Figure 1. Cells by drive strength (run 1).
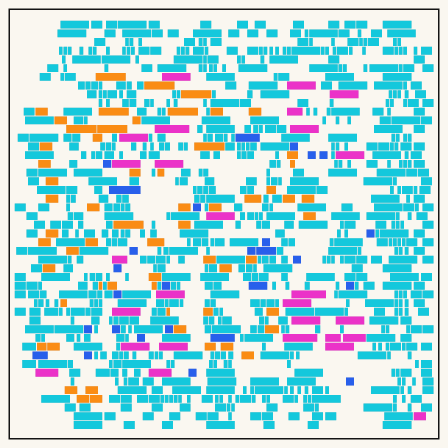
Figure 2. Pin map (run 1).
Scale bar: 50 µm. Pins as bars across the die edge, other pins in gray.
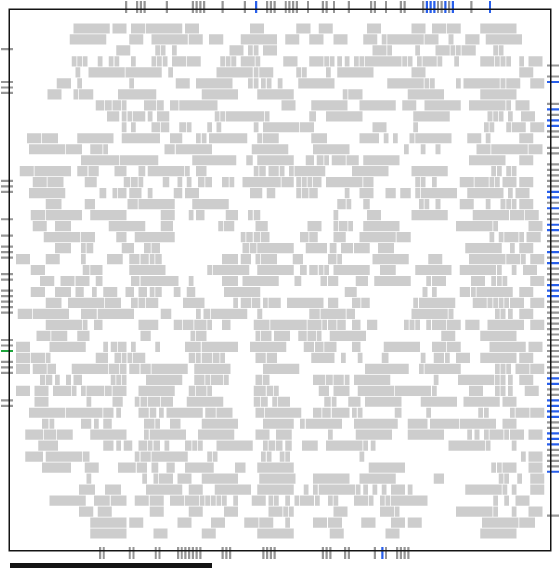
Figure 3. Local utilization (run 1).
13 x 13 tiles, from white (low) to dark blue (high), 0 to 100% covered.
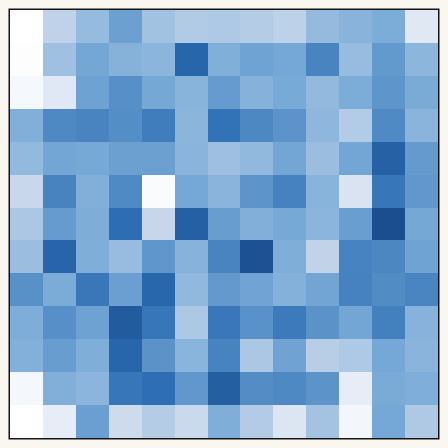
==> src/rtl/instr_fetch_unit.sv <==
// Instruction fetch stage: owns the PC, reads instruction words over an
// Avalon-style bus and hands them to decode with a valid/ready handshake.
// Taken branches/jumps redirect the PC after their delay-slot instruction.
module instr_fetch_unit #(
    parameter logic [31:0] RESET_VECTOR = 32'hBFC00000,
    parameter logic [31:0] HALT_ADDR    = 32'h00000000
) (
    input  logic        clk,
    input  logic        reset_n,
    output logic [31:0] imem_address,
    output logic        imem_read,
    input  logic        imem_waitrequest,
    input  logic [31:0] imem_readdata,
    output logic [31:0] instr,
    output logic [31:0] instr_pc,
    output logic        instr_valid,
    input  logic        instr_ready,
    input  logic        redirect_valid,
    input  logic [31:0] redirect_target,
    output logic        active,
    output logic        fault
);

    typedef enum logic [1:0] {
        S_IDLE,
        S_FETCH,
        S_HOLD,
        S_HALTED
    } state_e;

    state_e      state_q, state_d;
    logic [31:0] pc_q, pc_d;
    logic [31:0] target_q, target_d;
    logic        pending_q, pending_d;
    logic [31:0] instr_q, instr_d;
    logic [31:0] instr_pc_q, instr_pc_d;
    logic        fault_q, fault_d;

    logic        handshake;
    logic        fetch_done;
    logic        use_redirect;
    logic        misaligned;
    logic [31:0] next_pc;

    // Handshake/completion strobes and next-PC selection (live redirect beats stored one)
    always_comb begin
        handshake    = (state_q == S_HOLD) && instr_ready;
        fetch_done   = (state_q == S_FETCH) && !imem_waitrequest;
        use_redirect = redirect_valid || pending_q;
        if (redirect_valid) begin
            next_pc = redirect_target;
        end else if (pending_q) begin
            next_pc = target_q;
        end else begin
            next_pc = pc_q + 32'd4;
        end
        misaligned = use_redirect && (next_pc[1:0] != 2'b00);
    end

    // State register
    always_ff @(posedge clk or negedge reset_n) begin
        if (!reset_n) begin
            state_q <= S_IDLE;
        end else begin
            state_q <= state_d;
        end
    end

    // Next-state logic
    always_comb begin
        state_d = state_q;
        unique case (state_q)
            S_IDLE: state_d = S_FETCH;
            S_FETCH: begin
                if (fetch_done) begin
                    state_d = S_HOLD;
                end
            end
            S_HOLD: begin
                if (handshake) begin
                    if (misaligned || (next_pc == HALT_ADDR)) begin
                        state_d = S_HALTED;
                    end else begin
                        state_d = S_FETCH;
                    end
                end
            end
            S_HALTED: state_d = S_HALTED;
            default:  state_d = S_IDLE;
        endcase
    end

    // Outputs decoded from the current state
    always_comb begin
        imem_read    = (state_q == S_FETCH);
        imem_address = pc_q;
        instr_valid  = (state_q == S_HOLD);
        active       = (state_q != S_HALTED);
        instr        = instr_q;
        instr_pc     = instr_pc_q;
        fault        = fault_q;
    end

    // Datapath next values: capture on fetch, advance PC on handshake, latch redirects
    always_comb begin
        pc_d       = pc_q;
        target_d   = target_q;
        pending_d  = pending_q;
        instr_d    = instr_q;
        instr_pc_d = instr_pc_q;
        fault_d    = fault_q;

        if (fetch_done) begin
            instr_d    = imem_readdata;
            instr_pc_d = pc_q;
        end

        if (handshake) begin
            pending_d = 1'b0;
            if (misaligned) begin
                fault_d = 1'b1;
            end else begin
                pc_d = next_pc;
            end
        end else if (redirect_valid &&
                     ((state_q == S_FETCH) || (state_q == S_HOLD))) begin
            // Redirect arrives while the delay slot is in flight: apply after it is accepted
            pending_d = 1'b1;
            target_d  = redirect_target;
        end
    end

    // Datapath registers
    always_ff @(posedge clk or negedge reset_n) begin
        if (!reset_n) begin
            pc_q       <= RESET_VECTOR;
            target_q   <= '0;
            pending_q  <= 1'b0;
            instr_q    <= '0;
            instr_pc_q <= '0;
            fault_q    <= 1'b0;
        end else begin
            pc_q       <= pc_d;
            target_q   <= target_d;
            pending_q  <= pending_d;
            instr_q    <= instr_d;
            instr_pc_q <= instr_pc_d;
            fault_q    <= fault_d;
        end
    end

endmodule
==> config.mk <==
export PLATFORM = sky130hd
export DESIGN_NAME = instr_fetch_unit
export DESIGN_NICKNAME = d
export VERILOG_FILES = /design/src/rtl/instr_fetch_unit.sv
export SDC_FILE = /design/constraint.sdc
export NUM_CORES = 1
export LEC_CHECK = 0
export CELL_PAD_IN_SITES_DETAIL_PLACEMENT = 0
export CELL_PAD_IN_SITES_GLOBAL_PLACEMENT = 1
export CORE_UTILIZATION = 37
export DETAILED_ROUTE_END_ITERATION = 10
export PLACE_DENSITY_LB_ADDON = 0.15
export SYNTH_ARGS = -nofsm -noshare
export SYNTH_HDL_FRONTEND = slang
export SYNTH_SLANG_ARGS = --single-unit
==> constraint.sdc <==
create_clock -name clk -period 3.2 [get_ports clk]
set_clock_uncertainty 0.2 [all_clocks]
set_input_delay 0.64 -clock clk [delete_from_list [all_inputs] [get_ports clk]]
set_output_delay 0.64 -clock clk [all_outputs]
set_load 0.01 [all_outputs]
==> metrics.log, run 1 <==
[flow] collecting metrics
[metrics] mean instance size in the synthesized netlist: 9.152 µm²
[metrics] cell count after placement: 1074
[metrics] nets in the synthesized netlist: 776
[metrics] Largest type area fraction: 0.4791
[metrics] Finished Layout Cells: 1106
[metrics] final-layout worst hold slack: -0.01781 ns
[metrics] type of destination of the critical path: flip-flop
[metrics] MUX area fraction: 0.06388
[metrics] Post-synth seq share: 0.5159
[metrics] inverters: 9
[metrics] combinational power share: 0.428
[metrics] Met3 Routed Length: 1129 µm
[metrics] Levels on crit path: 10
[metrics] Flop Count: 132
[metrics] total CTS buffers: 17
[metrics] Complex Gates by Area: 0.1042
[metrics] capture point of the worst reg-to-reg path: state_q[1]
[metrics] data arrival time of the critical path: 3.07 ns
[metrics] #FFs+latches synth: 132
[metrics] met1 global-route usage: 0.3088
[metrics] pin count of the biggest net entering global routing: 62
[metrics] distinct cell type count of the synthesized netlist: 64
[metrics] final number of setup-violating endpoints: 0
[metrics] Netlist Area Pre-Place: 6425 µm²
[metrics] reported clock group power: 0.00197 W
[metrics] latest clock arrival within the worst-skew pair: 0.42 ns
[metrics] IO Pins: 169
[metrics] DPL Wire Length: 14540 µm
[metrics] metal2 WL: 9257 µm
[metrics] layout cell share with drive strength beyond 1: 0.1287
[metrics] portion of the layout cell area used by clock cells: 0.06559
[metrics] seq pwr: 0.00326 W
[metrics] Post-Syn Instances: 702
[metrics] number of clock-tree buffers in the layout: 27
[metrics] total of cells resized after clock tree synthesis: 0
[metrics] switching share of power: 0.3639
[metrics] critical path capture point: state_q[1]
[metrics] share of synthesized cell area in and, or, nand and nor gates: 0.2473
[metrics] Least-Margin Pin Slew: 0.8132 ns
[metrics] num rows: 47
[metrics] Sink Count: 132
[metrics] number of nets in the layout: 947
[metrics] maxcap violations: 0
[metrics] violated checks: negative hold slack
[metrics] proportion of cell area occupied by multi-input gates: 0.3235
[metrics] Critical R2R Launch: imem_address[2]
[metrics] power group with the highest consumption: combinational logic
[metrics] top logic cell by instance count in the layout: nand2_1
[metrics] combinational gate area: 2925 µm²
[metrics] first-pass GRT wire length: 31340 µm
[metrics] cell-internal power: 0.005825 W
[metrics] yosys stat area: 6425 µm²
[metrics] final number of hold-violating endpoints: 12
[metrics] cell depth of the worst flop-to-flop path: 10
[metrics] routability cong.: 0.9130
[metrics] largest cells by area after synthesis: dfrtp_1, nand2_1, mux2_2
[metrics] iteration-0 DRC count of the detailed router: 257
[metrics] DR DRC count: 0
[metrics] drt pass-1 iters: 5
[metrics] post-route minimum period: 2.928 ns
[metrics] areal power density over the cells: 1013 nW/µm²
[metrics] list of cells traversed by the critical path: ha_1 > nand3_2 > nor3_2 > buf_4 > nand4_1 > xnor2_1 > a21bo_2 > nor4b_2 > nand4b_1 > o21ai_1
[metrics] Place WS: 0.09161 ns
[metrics] Post CTS Setup Buffer Count: 0
[metrics] CP Buf/Inv Count: 1
[metrics] result of the run: complete, but fails checks
[metrics] count of yosys warnings during synthesis: 0
[metrics] via density per instance: 5.166
[metrics] cell family with most CP delay: simple AND/OR/NAND/NOR gates
[metrics] buffer share of cell area: 0.2102
[metrics] total number of vias: 5714
[metrics] max-slew violation total from the final report: 0
[metrics] final sum of negative setup slack: 0 ns
[metrics] Crit-path slowest cell: dfrtp_1
[metrics] most instantiated library cell after synthesis: nand2_1
[metrics] fillcell total: 1530
[metrics] launching element of the worst setup path: imem_address[2]
[metrics] residual antenna-violating net count after detailed routing: 0
[metrics] Adder-Cell Fraction of Synth Area: 0.009737
[metrics] RSZ-0062 raised after global routing: no
[metrics] root buffer cell: clkbuf_16
[metrics] diodes inserted: 0
[metrics] Comb group: 0.00392 W
[metrics] worst slew margin relative to its limit: 0.4578
[metrics] share of the synthesized netlist area taken by xor and xnor gates: 0.02726
[metrics] critical setup path kind: reg2reg
[metrics] top logic cells by instance count in the layout: nand2_1, clkdlybuf4s50_1, dfrtp_1
[metrics] switching component of the power: 0.003332 W
[metrics] total gr overflow: 0
[metrics] most frequent cells after synthesis: nand2_1, dfrtp_1, mux2_2, nor2_1, clkbuf_1
[metrics] OpenROAD warnings: 29
[metrics] critical-path maximum fanout: 8
[metrics] Met1 Routed Length: 8991 µm
[metrics] Top logic family: simple AND/OR/NAND/NOR gates
[metrics] PnR Total Power: 0.009157 W
[metrics] WL/cell: 17.92 µm
[metrics] Yosys Instances: 702
[metrics] part of the power in registers: 0.356
[metrics] Storage cell area: 3314 µm²
[metrics] Dominant Register Cell: dfrtp_1
[metrics] sequential fraction of total cell area: 0.3665
[metrics] stage delay of the slowest cell on the critical path: 0.55 ns
## Picture notes: Figure 1
legend:
  cyan:
    size: drive 1 or less
    cells: 772
    share: 87%
  magenta:
    size: drive 6 and up
    cells: 27
    share: 3.0%
  blue:
    size: drive 3 to 4
    cells: 27
    share: 3.0%
  orange:
    size: drive 2
    cells: 60
    share: 6.8%
total non-filler cell area in the finished layout: 9042 µm²
worst setup slack after layout: 0.2715 ns
synthesis-to-finish area growth: 40.74%

## Picture notes: Figure 2
legend:
  blue:
    port: imem_readdata
    pins: 32
    direction: input
    edge: 24 east, 7 north, 1 south
  green:
    port: active
    pins: 1
    direction: output
    edge: west
vertical extent of the die: 133.8 µm
die span in x: 133.8 µm
number of input and output port buffers inserted: 168

## Picture notes: Figure 3
nearly empty tiles: 1.8%
fullest tile: 88%
mean over tiles: 49%
Core Region: 16760 µm²
Core Util, Final: 0.5395
FP Core Util: 0.3834

==> run 2, diff against run 1 <==
- CORE_ASPECT_RATIO: default -> 1.5
Figure 4. Cells by drive strength (run 2).
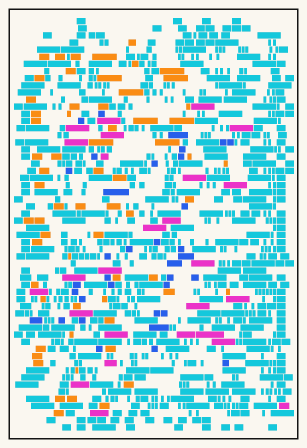
legend:
  cyan:
    size: drive 1 or less
    cells: 767
    share: 86%
  orange:
    size: drive 2
    cells: 63
    share: 7.1%
  magenta:
    size: drive 6 and up
    cells: 26
    share: 2.9%
  blue:
    size: drive 3 to 4
    cells: 35
    share: 3.9%
total non-filler cell area in the finished layout: 9046 µm²
synthesis-to-finish area growth: 40.80%
Signal buffers: 197
worst setup slack after layout: 0.3904 ns

==> run 2 against run 1 <==
  * Die size hardly changed
  * Synthesized cell count stayed put
  * Clock power is 8% lower
  * Non-clock buffer count is 5 higher
  * Critical path type unchanged
  * Count of clock-buffer cells in the layout is 8 lower
  * Largest cell class unchanged
  * Sequential power is 2% lower
  * Worst hold slack better by 0.056 ns
  * First-iteration DRC count is 22% higher
  * Core utilization is 0.45 points lower
  * Final area hardly changed
  * Flip-flop count stayed put
  * The flow now finishes without violations
  * Final cell count is 0.45% lower
  * Largest power group unchanged
==> metrics.log, run 2 <==
[flow] collecting metrics
[metrics] total number of vias: 5667 (was 5714)
[metrics] Total Routed Length: 20150 µm (was 19810 µm)
[metrics] Netlist Area Pre-Place: 6425 µm² (unchanged)
[metrics] met1 global-route usage: 0.3110 (was 0.3088)
[metrics] total CTS buffers: 17 (unchanged)
[metrics] busiest layer in global routing: met2 (unchanged)
[metrics] Top logic family: simple AND/OR/NAND/NOR gates (unchanged)
[metrics] root buffer cell: clkbuf_16 (unchanged)
[metrics] PnR Total Power: 0.009080 W (was 0.009157 W)
[metrics] DPL Wire Length: 14960 µm (was 14540 µm)
[metrics] num rows: 58 (was 47)
[metrics] count of yosys warnings during synthesis: 0 (unchanged)
[metrics] distinct cell type count of the synthesized netlist: 64 (unchanged)
[metrics] part of the power in registers: 0.354 (was 0.356)
[metrics] static leakage: 4.042 nW (was 4.030 nW)
[metrics] metal2 WL: 9702 µm (was 9257 µm)
[metrics] areal power density over the cells: 1004 nW/µm² (was 1013 nW/µm²)
[metrics] number of nets in the layout: 952 (was 947)
[metrics] iteration-0 DRC count of the detailed router: 314 (was 257)
[metrics] RSZ-0062 raised after global routing: no (unchanged)
[metrics] Post CTS Setup Buffer Count: 0 (unchanged)
[metrics] Met3 Routed Length: 1216 µm (was 1129 µm)
[metrics] reg2reg setup slack: 0.39 ns (was 0.27 ns)
[metrics] achievable clock frequency: 355.9 MHz (was 341.5 MHz)
[metrics] pin count of the biggest net entering global routing: 71 (was 62)
[metrics] Place WS: 0.1381 ns (was 0.09161 ns)
[metrics] Adder-Cell Fraction of Synth Area: 0.009737 (unchanged)
[metrics] FP Core Util: 0.3800 (was 0.3834)
[metrics] proportion of cell area occupied by multi-input gates: 0.3228 (was 0.3235)
[metrics] Comb group: 0.00405 W (was 0.00392 W)
[metrics] Finished Layout Cells: 1101 (was 1106)
[metrics] result of the run: completed (was complete, but fails checks)
[metrics] final number of hold-violating endpoints: 0 (was 12)
[metrics] residual antenna-violating net count after detailed routing: 0 (unchanged)
[metrics] Critical R2R Launch: imem_address[2] (unchanged)
[metrics] top logic cell by instance count in the layout: nand2_1 (unchanged)
[metrics] post-route minimum period: 2.810 ns (was 2.928 ns)
[metrics] Multi-In Gates: 521 (unchanged)
[metrics] switching component of the power: 0.003420 W (was 0.003332 W)
[metrics] share of synthesized cell area in and, or, nand and nor gates: 0.2473 (unchanged)
[metrics] combinational power share: 0.446 (was 0.428)
[metrics] stage delay of the slowest cell on the critical path: 0.56 ns (was 0.55 ns)
[metrics] total of cells resized after clock tree synthesis: 0 (unchanged)
[metrics] most instantiated library cell after synthesis: nand2_1 (unchanged)
[metrics] Least-Margin Pin Slew: 0.6949 ns (was 0.8132 ns)
[metrics] nets in the synthesized netlist: 776 (unchanged)
[metrics] first-pass GRT wire length: 32070 µm (was 31340 µm)
[metrics] DR DRC count: 0 (unchanged)
[metrics] Yosys Instances: 702 (unchanged)
[metrics] reported clock group power: 0.00181 W (was 0.00197 W)
[metrics] #FFs+latches synth: 132 (unchanged)
[metrics] latest clock arrival within the worst-skew pair: 0.42 ns (about the same)
[metrics] number of input and output port buffers inserted: 168 (unchanged)
[metrics] cell family with most CP delay: simple AND/OR/NAND/NOR gates (unchanged)
[metrics] buffer share of cell area: 0.2170 (was 0.2102)
[metrics] diodes inserted: 0 (unchanged)
[metrics] critical-path maximum fanout: 8 (unchanged)
[metrics] Levels on crit path: 10 (unchanged)
[metrics] Complex Gates by Area: 0.1042 (unchanged)
[metrics] top logic cells by instance count in the layout: nand2_1, clkdlybuf4s50_1, dfrtp_1 (unchanged)
[metrics] cell-internal power: 0.005660 W (was 0.005825 W)
[metrics] power group with the highest consumption: combinational logic (unchanged)
[metrics] Largest type area fraction: 0.4791 (unchanged)
[metrics] seq pwr: 0.00321 W (was 0.00326 W)
[metrics] WL/cell: 18.30 µm (was 17.92 µm)
[metrics] list of cells traversed by the critical path: ha_1 > nand3_1 > nor3_2 > buf_4 > nand4_1 > xnor2_1 > a21bo_2 > nor4b_2 > nand4b_1 > o21ai_1 (was ha_1 > nand3_2 > nor3_2 > buf_4 > nand4_1 > xnor2_1 > a21bo_2 > nor4b_2 > nand4b_1 > o21ai_1)
[metrics] IO Pins: 169 (unchanged)
[metrics] Post-Syn Instances: 702 (unchanged)
[metrics] final-layout worst hold slack: 0.03815 ns (was -0.01781 ns)
[metrics] total gr overflow: 0 (unchanged)
[metrics] final sum of negative setup slack: 0 ns (unchanged)
[metrics] largest cells by area after synthesis: dfrtp_1, nand2_1, mux2_2 (unchanged)
[metrics] Dominant Register Cell: dfrtp_1 (unchanged)
[metrics] MUX area fraction: 0.06388 (unchanged)
[metrics] yosys stat area: 6425 µm² (unchanged)
[metrics] final number of setup-violating endpoints: 0 (unchanged)
[metrics] type of destination of the critical path: flip-flop (unchanged)
[metrics] OpenROAD warnings: 29 (unchanged)
[metrics] CP Buf/Inv Count: 1 (unchanged)
[metrics] Storage cell area: 3314 µm² (unchanged)
[metrics] routability cong.: 0.8975 (was 0.9130)
[metrics] launching element of the worst setup path: imem_address[2] (unchanged)
[metrics] global routing met3 resource utilization: 0.04868 (was 0.04271)
[metrics] critical setup path kind: reg2reg (unchanged)
[metrics] worst slew margin relative to its limit: 0.5367 (was 0.4578)
[metrics] capture point of the worst reg-to-reg path: state_q[1] (unchanged)
[metrics] most frequent cells after synthesis: nand2_1, dfrtp_1, mux2_2, nor2_1, clkbuf_1 (unchanged)
[metrics] number of antenna violations at the first check in global routing: 0 (unchanged)
[metrics] layout cell share with drive strength beyond 1: 0.1392 (was 0.1287)
[metrics] via density per instance: 5.147 (was 5.166)
[metrics] sequential fraction of total cell area: 0.3664 (was 0.3665)
[metrics] max-slew violation total from the final report: 0 (unchanged)
[metrics] combinational gate area: 2920 µm² (was 2925 µm²)
[metrics] number of clock-tree buffers in the layout: 19 (was 27)
[metrics] switching share of power: 0.3766 (was 0.3639)
[metrics] Met1 Routed Length: 8841 µm (was 8991 µm)
[metrics] portion of the layout cell area used by clock cells: 0.06100 (was 0.06559)
[metrics] share of the synthesized netlist area taken by xor and xnor gates: 0.02726 (unchanged)
[metrics] required arrival time at the worst endpoint: 3.34 ns (about the same)
[metrics] mean instance size in the synthesized netlist: 9.152 µm² (unchanged)
[metrics] data arrival time of the critical path: 2.95 ns (was 3.07 ns)
[metrics] inverters: 9 (unchanged)
[metrics] Core Region: 16910 µm² (was 16760 µm²)
[metrics] Sink Count: 132 (unchanged)
[metrics] die span in x: 109.6 µm (was 133.8 µm)
[metrics] highest ir drop seen on vdd: 0.5771 mV (was 0.5317 mV)
[metrics] Post-synth seq share: 0.5159 (unchanged)
[metrics] Flop Count: 132 (unchanged)
[metrics] critical path capture point: state_q[1] (unchanged)
[metrics] cell count after placement: 1069 (was 1074)
[metrics] Crit-path slowest cell: dfrtp_1 (unchanged)
[metrics] drt pass-1 iters: 5 (unchanged)
[metrics] vertical extent of the die: 163.4 µm (was 133.8 µm)
[metrics] met2 routing resource usage after global routing: 0.3928 (was 0.3601)
[metrics] maxcap violations: 0 (unchanged)
[metrics] worst hold-check path type: in2async (unchanged)
[metrics] cell depth of the worst flop-to-flop path: 10 (unchanged)
Figure 5. Cell outlines without signal wires (run 2).
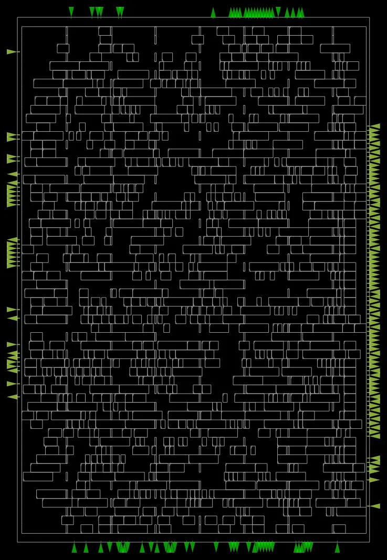
fillcell total: 1614
Core Util, Final: 0.5350

No activity file was given, so power comes from the tool's default toggle rates.
